===== src/rtl/mem_port_arbiter.sv =====
// Shares one memory port between instruction fetch and data memory.
// Define MEMARB_PERF_EN to add saturating completion/stall counters.
module mem_port_arbiter #(
    parameter int ADDR_W        = 32,
    parameter int DATA_W        = 32,
    parameter int MAX_DM_STREAK = 4
) (
    input  logic              clk,
    input  logic              reset_in,
    input  logic              if_req_in,
    input  logic [ADDR_W-1:0] if_addr_in,
    output logic [DATA_W-1:0] if_data_out,
    output logic              if_ready_out,
    input  logic              dm_read_in,
    input  logic              dm_write_in,
    input  logic [ADDR_W-1:0] dm_addr_in,
    input  logic [DATA_W-1:0] dm_wdata_in,
    output logic [DATA_W-1:0] dm_rdata_out,
    output logic              dm_ready_out,
    output logic              mem_req_out,
    output logic              mem_we_out,
    output logic [ADDR_W-1:0] mem_addr_out,
    output logic [DATA_W-1:0] mem_wdata_out,
    input  logic [DATA_W-1:0] mem_rdata_in,
    input  logic              mem_ack_in,
`ifdef MEMARB_PERF_EN
    output logic [31:0]       perf_if_cnt_out,
    output logic [31:0]       perf_dm_cnt_out,
    output logic [31:0]       perf_stall_cnt_out,
`endif
    output logic              stall_out
);

    typedef enum logic [1:0] {
        IDLE   = 2'd0,
        ACCESS = 2'd1,
        RESP   = 2'd2
    } state_t;

    localparam logic [3:0] STREAK_MAX = 4'(MAX_DM_STREAK);

    state_t            state, state_nx;
    logic              owner, owner_nx;
    logic [3:0]        streak, streak_nx;
    logic              req_nx, we_nx;
    logic [ADDR_W-1:0] addr_nx;
    logic [DATA_W-1:0] wdata_nx, if_data_nx, dm_data_nx;
    logic              if_rdy_nx, dm_rdy_nx;
    logic              dm_req, dm_win;

    assign dm_req = dm_read_in | dm_write_in;
    // DM keeps priority until it has starved a waiting IF too long
    assign dm_win = ~if_req_in || (MAX_DM_STREAK == 0) || (streak < STREAK_MAX);

    assign stall_out = (if_req_in & ~if_ready_out) | (dm_req & ~dm_ready_out);

    always_comb begin
        state_nx   = state;
        owner_nx   = owner;
        streak_nx  = streak;
        req_nx     = mem_req_out;
        we_nx      = mem_we_out;
        addr_nx    = mem_addr_out;
        wdata_nx   = mem_wdata_out;
        if_data_nx = if_data_out;
        dm_data_nx = dm_rdata_out;
        if_rdy_nx  = 1'b0;
        dm_rdy_nx  = 1'b0;
        unique case (state)
            IDLE: begin
                if (dm_req && dm_win) begin
                    state_nx = ACCESS;
                    owner_nx = 1'b1;
                    req_nx   = 1'b1;
                    we_nx    = dm_write_in;
                    addr_nx  = dm_addr_in;
                    wdata_nx = dm_wdata_in;
                    if (if_req_in && streak != 4'd15)
                        streak_nx = streak + 4'd1;
                end else if (if_req_in) begin
                    state_nx  = ACCESS;
                    owner_nx  = 1'b0;
                    req_nx    = 1'b1;
                    we_nx     = 1'b0;
                    addr_nx   = if_addr_in;
                    wdata_nx  = '0;
                    streak_nx = 4'd0;
                end
            end
            ACCESS: begin
                if (mem_ack_in) begin
                    state_nx = RESP;
                    req_nx   = 1'b0;
                    we_nx    = 1'b0;
                    if (!owner) begin
                        if_data_nx = mem_rdata_in;
                        if_rdy_nx  = 1'b1;
                    end else begin
                        if (!mem_we_out)
                            dm_data_nx = mem_rdata_in;
                        dm_rdy_nx = 1'b1;
                    end
                end
            end
            RESP: state_nx = IDLE;
            default: state_nx = IDLE;
        endcase
    end

    always_ff @(posedge clk) begin
        if (reset_in) begin
            state         <= IDLE;
            owner         <= 1'b0;
            streak        <= 4'd0;
            mem_req_out   <= 1'b0;
            mem_we_out    <= 1'b0;
            mem_addr_out  <= '0;
            mem_wdata_out <= '0;
            if_data_out   <= '0;
            dm_rdata_out  <= '0;
            if_ready_out  <= 1'b0;
            dm_ready_out  <= 1'b0;
        end else begin
            state         <= state_nx;
            owner         <= owner_nx;
            streak        <= streak_nx;
            mem_req_out   <= req_nx;
            mem_we_out    <= we_nx;
            mem_addr_out  <= addr_nx;
            mem_wdata_out <= wdata_nx;
            if_data_out   <= if_data_nx;
            dm_rdata_out  <= dm_data_nx;
            if_ready_out  <= if_rdy_nx;
            dm_ready_out  <= dm_rdy_nx;
        end
    end

`ifdef MEMARB_PERF_EN
    always_ff @(posedge clk) begin
        if (reset_in) begin
            perf_if_cnt_out    <= '0;
            perf_dm_cnt_out    <= '0;
            perf_stall_cnt_out <= '0;
        end else begin
            if (if_ready_out && perf_if_cnt_out != '1)
                perf_if_cnt_out <= perf_if_cnt_out + 32'd1;
            if (dm_ready_out && perf_dm_cnt_out != '1)
                perf_dm_cnt_out <= perf_dm_cnt_out + 32'd1;
            if (stall_out && perf_stall_cnt_out != '1)
                perf_stall_cnt_out <= perf_stall_cnt_out + 32'd1;
        end
    end
`endif

endmodule


===== config.mk =====
export PLATFORM = sky130hd
export DESIGN_NAME = mem_port_arbiter
export DESIGN_NICKNAME = d
export VERILOG_FILES = /design/src/rtl/mem_port_arbiter.sv
export SDC_FILE = /design/constraint.sdc
export NUM_CORES = 1
export LEC_CHECK = 0
export CAP_MARGIN = 20
export CORE_MARGIN = 1
export CORE_UTILIZATION = 25
export CTS_CLUSTER_DIAMETER = 30
export CTS_CLUSTER_SIZE = 20
export DETAILED_ROUTE_END_ITERATION = 10
export REMOVE_ABC_BUFFERS = 1
export SLEW_MARGIN = 40
export SYNTH_ARGS = -nofsm -noshare
export SYNTH_HDL_FRONTEND = slang
export SYNTH_SLANG_ARGS = --single-unit

===== constraint.sdc =====
create_clock -name clk -period 1.7 [get_ports clk]
set_input_delay 0.425 -clock clk [delete_from_list [all_inputs] [get_ports clk]]
set_output_delay 0.425 -clock clk [all_outputs]
set_load 0.005 [all_outputs]

==> metrics.csv, run 1 <==
stage,metric,value,unit
setup_path,Critical Path Max Stage Delay,0.49,ns
setup_path,critical register-to-register path endpoint,mem_addr_out[12],
yosys,Post-Synth AOI/OAI Area,0.266,
yosys,number of synthesized register bits,139,
hold_path,Worst Min Path Start,reset_in,
layout,share of cells above drive strength 1,0.124,
layout,final-stage net count,1061,
setup_path,Arrival @ worst endpoint,1.23,ns
setup_path,cell breakdown of the critical path,clkdlybuf4s50_1,
clocking,number of CTS-inserted buffers,17,
run_status,result of the run,finished clean,
setup_path,start-to-end type of the worst setup path,reg -> out,
floorplan,pre-placement core utilization,0.256,
final_timing,Worst slew margin,0.653,
yosys,total number of yosys warnings,0,
power,reported leakage power,4.59,nW
hold_path,hold-critical path endpoint,if_data_out[14],
placed_design,cell area reported after detailed placement,8920,um2
drt,Wirelength per Cell,17.4,um
final_timing,PnR worst setup slack,0.0452,ns
clocking,count of hold buffers inserted by post-cts repair,0,
yosys,"Avg Cell Area, Syn",8.66,um2
placed_design,post-placement worst setup slack,-0.445,ns
final_timing,highest clock frequency the design can meet,604,MHz
floorplan,overall die width,154,um
floorplan,Die Ht,154,um
setup_path,flop-to-flop setup slack,0.15,ns
layout,multi-input gate area in the final layout,2570,um2
layout,dominant logic cell types in the final layout,"sky130_fd_sc_hd__clkdlybuf4s50_1 (131), sky130_fd_sc_hd__dfxtp_1 (129), sky130_fd_sc_hd__a21oi_1 (91)",
yosys,multiplexer fraction of the synthesized cell area,0,
yosys,top cell type by instance count after synthesis,sky130_fd_sc_hd__dfxtp_1,
grt,Global Route Usage Sum,0.170,
power,power after layout,9.34,mW
layout,final core utilization,0.427,
yosys,main area contributors after synthesis,"sky130_fd_sc_hd__dfxtp_1 (48%), sky130_fd_sc_hd__a21oi_1 (7.8%), sky130_fd_sc_hd__nand3_1 (5.7%)",
setup_path,number of buffers and inverters on the critical path,1,
yosys,chip area line of the yosys report,5810,um2
clocking,CTS Sinks,139,
clocking,maximum number of buffers from clock root to sink,2,
grt,number of global-route vias before repair,5599,
setup_path,instance count on the critical path,1,
yosys,simple share,0.169,
layout,final cell area excluding filler cells,9690,um2
yosys,fraction of synthesized cell area taken by the top area cell type,0.479,
power,worst IR drop on VDD,0.449,mV
floorplan,std cell rows,55,
layout,number of filler cells placed in the layout,2258,
==> run 1: per-layer routing <==
layer / part of all wire / global-route usage / vias up
met1: 0.45 / 0.218 / 2804
li1: - / - / 2899
met4: 0.027 / 0.0740 / 0
met2: 0.47 / 0.269 / 185
met3: 0.055 / 0.0443 / 34
met5: 0 / 0 / -
==> run 1: layout make-up <==
class / instances / share of cell area
repair buffers: 306 / 0.329
flip-flops and latches: 139 / 0.289
multi-input cells: 428 / 0.265
clock buffers: 23 / 0.0504
well taps: 285 / 0.0368
clock inverters: 9 / 0.0164
inverters: 34 / 0.0132
diodes: 1 / 0.000258
==> run 1: report_power, final <==
| part | internal [mW] | switching [mW] |
|---|---|---|
| clock network | 2.62 | 1.45 |
| registers | 3.48 | 0.110 |
| logic | 0.873 | 0.799 |
### Routed clock nets over the placement, run 1

Scale bar: 50 um.
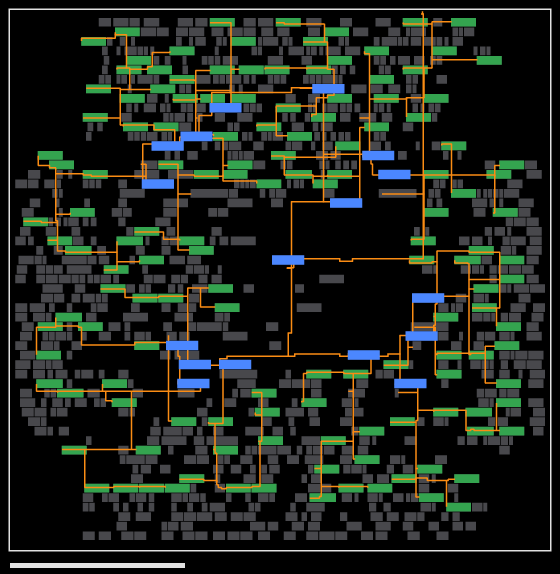
legend:
  clock wires:
    colour: orange
    length: 2,040 um
  flip-flops:
    colour: green
    count: 139
  clock-net drivers:
    colour: blue
    count: 17
flops lie: spread over the die

### Sequential cells coloured by netlist name, run 1

Scale bar: 50 um. Other sequential cells in the stronger grey, the rest of the logic in the fainter grey.
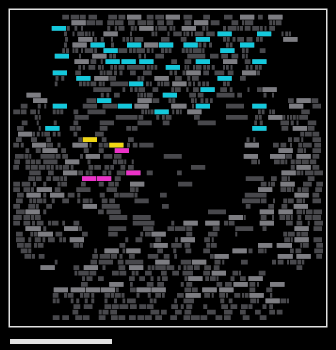
legend:
  `streak`:
    colour: magenta
    sequential_cells: 4
  `state`:
    colour: yellow
    sequential_cells: 2
  `dm_rdata_out`:
    colour: cyan
    sequential_cells: 32
    where: a horizontal strip, top
not coloured: 101

### Congestion heat map, run 1

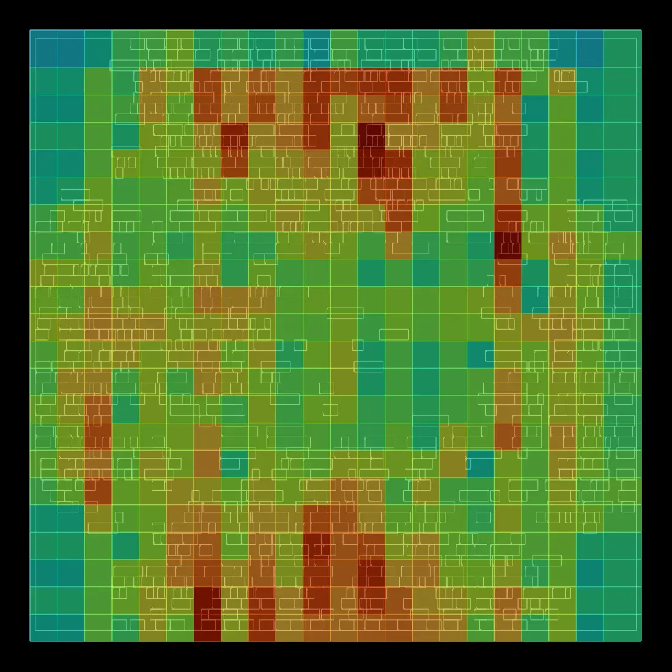
GR peak layer: met2
met2 usage: 0.269
met1 track utilization from global routing: 0.218

### Placement by cell class, run 1

Scale bar: 50 um.
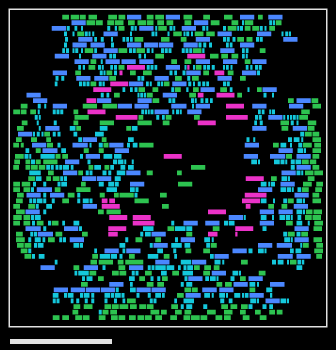

--- run 2 (diff from run 1) ---
--- a/config.mk
+++ b/config.mk
@@ -6,6 +6,7 @@
 export NUM_CORES = 1
 export LEC_CHECK = 0
 export CAP_MARGIN = 20
+export CORE_ASPECT_RATIO = 1.4
 export CORE_MARGIN = 1
 export CORE_UTILIZATION = 25
 export CTS_CLUSTER_DIAMETER = 30
==> constraint.sdc (replaced) <==
create_clock -name clk -period 1.49 [get_ports clk]
set_input_delay 0.3725 -clock clk [delete_from_list [all_inputs] [get_ports clk]]
set_output_delay 0.3725 -clock clk [all_outputs]
set_load 0.005 [all_outputs]
### Placement by cell class, run 2

Scale bar: 50 um.
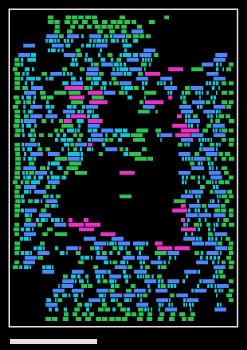
legend:
  remaining logic cells:
    colour: cyan
    cells: 462
    share_of_their_area: 29%
  remaining buffers and delay cells:
    colour: green
    cells: 305
    share_of_their_area: 33%
  registers:
    colour: blue
    cells: 139
    share_of_their_area: 30%
  clock drivers and dummy loads:
    colour: magenta
    cells: 32
    share_of_their_area: 7.0%

### Routed clock nets over the placement, run 2

Scale bar: 50 um.
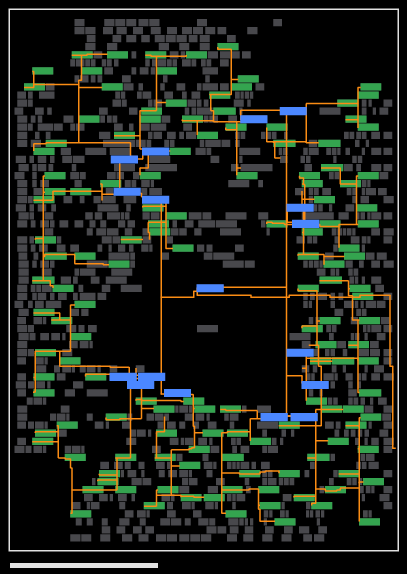
legend:
  clock wires:
    colour: orange
    length: 1,930 um
  clock-net drivers:
    colour: blue
    count: 17
  flip-flops:
    colour: green
    count: 139
flops lie: spread over the die
routed clock nets: 18

==> run 2 against run 1 <==
  * Clock skew shrank 0.0024 ns
  * Combinational power is 13% higher
  * Clock power grew 12%
  * Highest routed layer unchanged
  * Die size is essentially flat
  * Largest cell class unchanged
  * Utilization decreased by 0.55 points
  * Critical path type is now in -> out
  * First-iteration DRC count shrank 14%
  * Synthesized cell count is the same
  * Non-clock buffer count decreased by 1
  * Via count shrank 0.44%
==> metrics.csv, run 2 <==
stage,metric,value,unit,change
yosys,Post-Synth AOI/OAI Area,0.266,,unchanged
power,Internal,7.87,mW,+13%
power,Comb group,1.88,mW,+13%
clocking,number of CTS-inserted buffers,17,,unchanged
yosys,total number of yosys warnings,0,,unchanged
grt,number of global-route vias before repair,5738,,+2.5%
grt,met3 Usage GRT,0.0408,,-0.00352
drt,met2 layer wire length in the routed design,9.74,mm,-3.3%
power,part of the power in registers,0.388,,+0.003
layout,share of cells above drive strength 1,0.129,,+0.00546
power,Top Consumer,clock,,
final_timing,PnR worst setup slack,0.0563,ns,+0.0111 ns
run_status,result of the run,finished clean,,
power,reported leakage power,3.91,nW,-15%
power,Clk network pwr share,0.433,,-0.003
drt,M1 wire length,8.21,mm,-14%
clocking,maximum number of buffers from clock root to sink,2,,unchanged
floorplan,Die Ht,182,um,+18%
drt,Wirelength per Cell,16.0,um,-8.2%
setup_path,Arrival @ worst endpoint,1.06,ns,-0.17 ns
clocking,count of hold buffers inserted by post-cts repair,0,,unchanged
layout,diode count,0,,-1
layout,dominant logic cell types in the final layout,"sky130_fd_sc_hd__dlygate4sd2_1 (132), sky130_fd_sc_hd__clkdlybuf4s50_1 (129), sky130_fd_sc_hd__dfxtp_1 (128)",,
drt,routed length on met3,1.29,mm,+10%
yosys,simple share,0.169,,unchanged
power,Switching Power,2.69,mW,+14%
power,Sequential Power,4.10,mW,+14%
yosys,top cell type by instance count after synthesis,sky130_fd_sc_hd__dfxtp_1,,
setup_path,start-to-end type of the worst setup path,in -> out,,
setup_path,number of buffers and inverters on the critical path,2,,+1
yosys,multiplexer fraction of the synthesized cell area,0,,unchanged
yosys,chip area line of the yosys report,5810,um2,unchanged
power,worst IR drop on VDD,0.728,mV,+62%
-- run 2: cell count changes in the layout (fill, tap and decap cells not counted), sizes merged --
cell           previous run  this run
clkdlybuf4s50           131       129
clkbuf                   24        20
inv                      35        37
dlymetal6s2s             55         0
clkinvlp                  1         3
dlygate4sd2              78       132
clkdlybuf4s15             0         2
diode                     1         0
-- run 2: worst paths after layout --
kind / endpoint
hold / removal: dm_rdata_out[14]
setup reg to reg: mem_addr_out[12]
hold reg to reg: if_data_out[22]
setup / recovery: stall_out
-- run 2: cell type report --
| cell class | instances | share of cell area |
|---|---|---|
| clock buffer | 19 | 0.0474 |
| clock inverter | 13 | 0.0196 |
| inverter | 34 | 0.0134 |
| multi-input combinational | 428 | 0.269 |
| sequential | 139 | 0.293 |
| tap | 301 | 0.0394 |
| timing repair buffer | 305 | 0.319 |
No activity file was given, so power comes from the tool's default toggle rates.
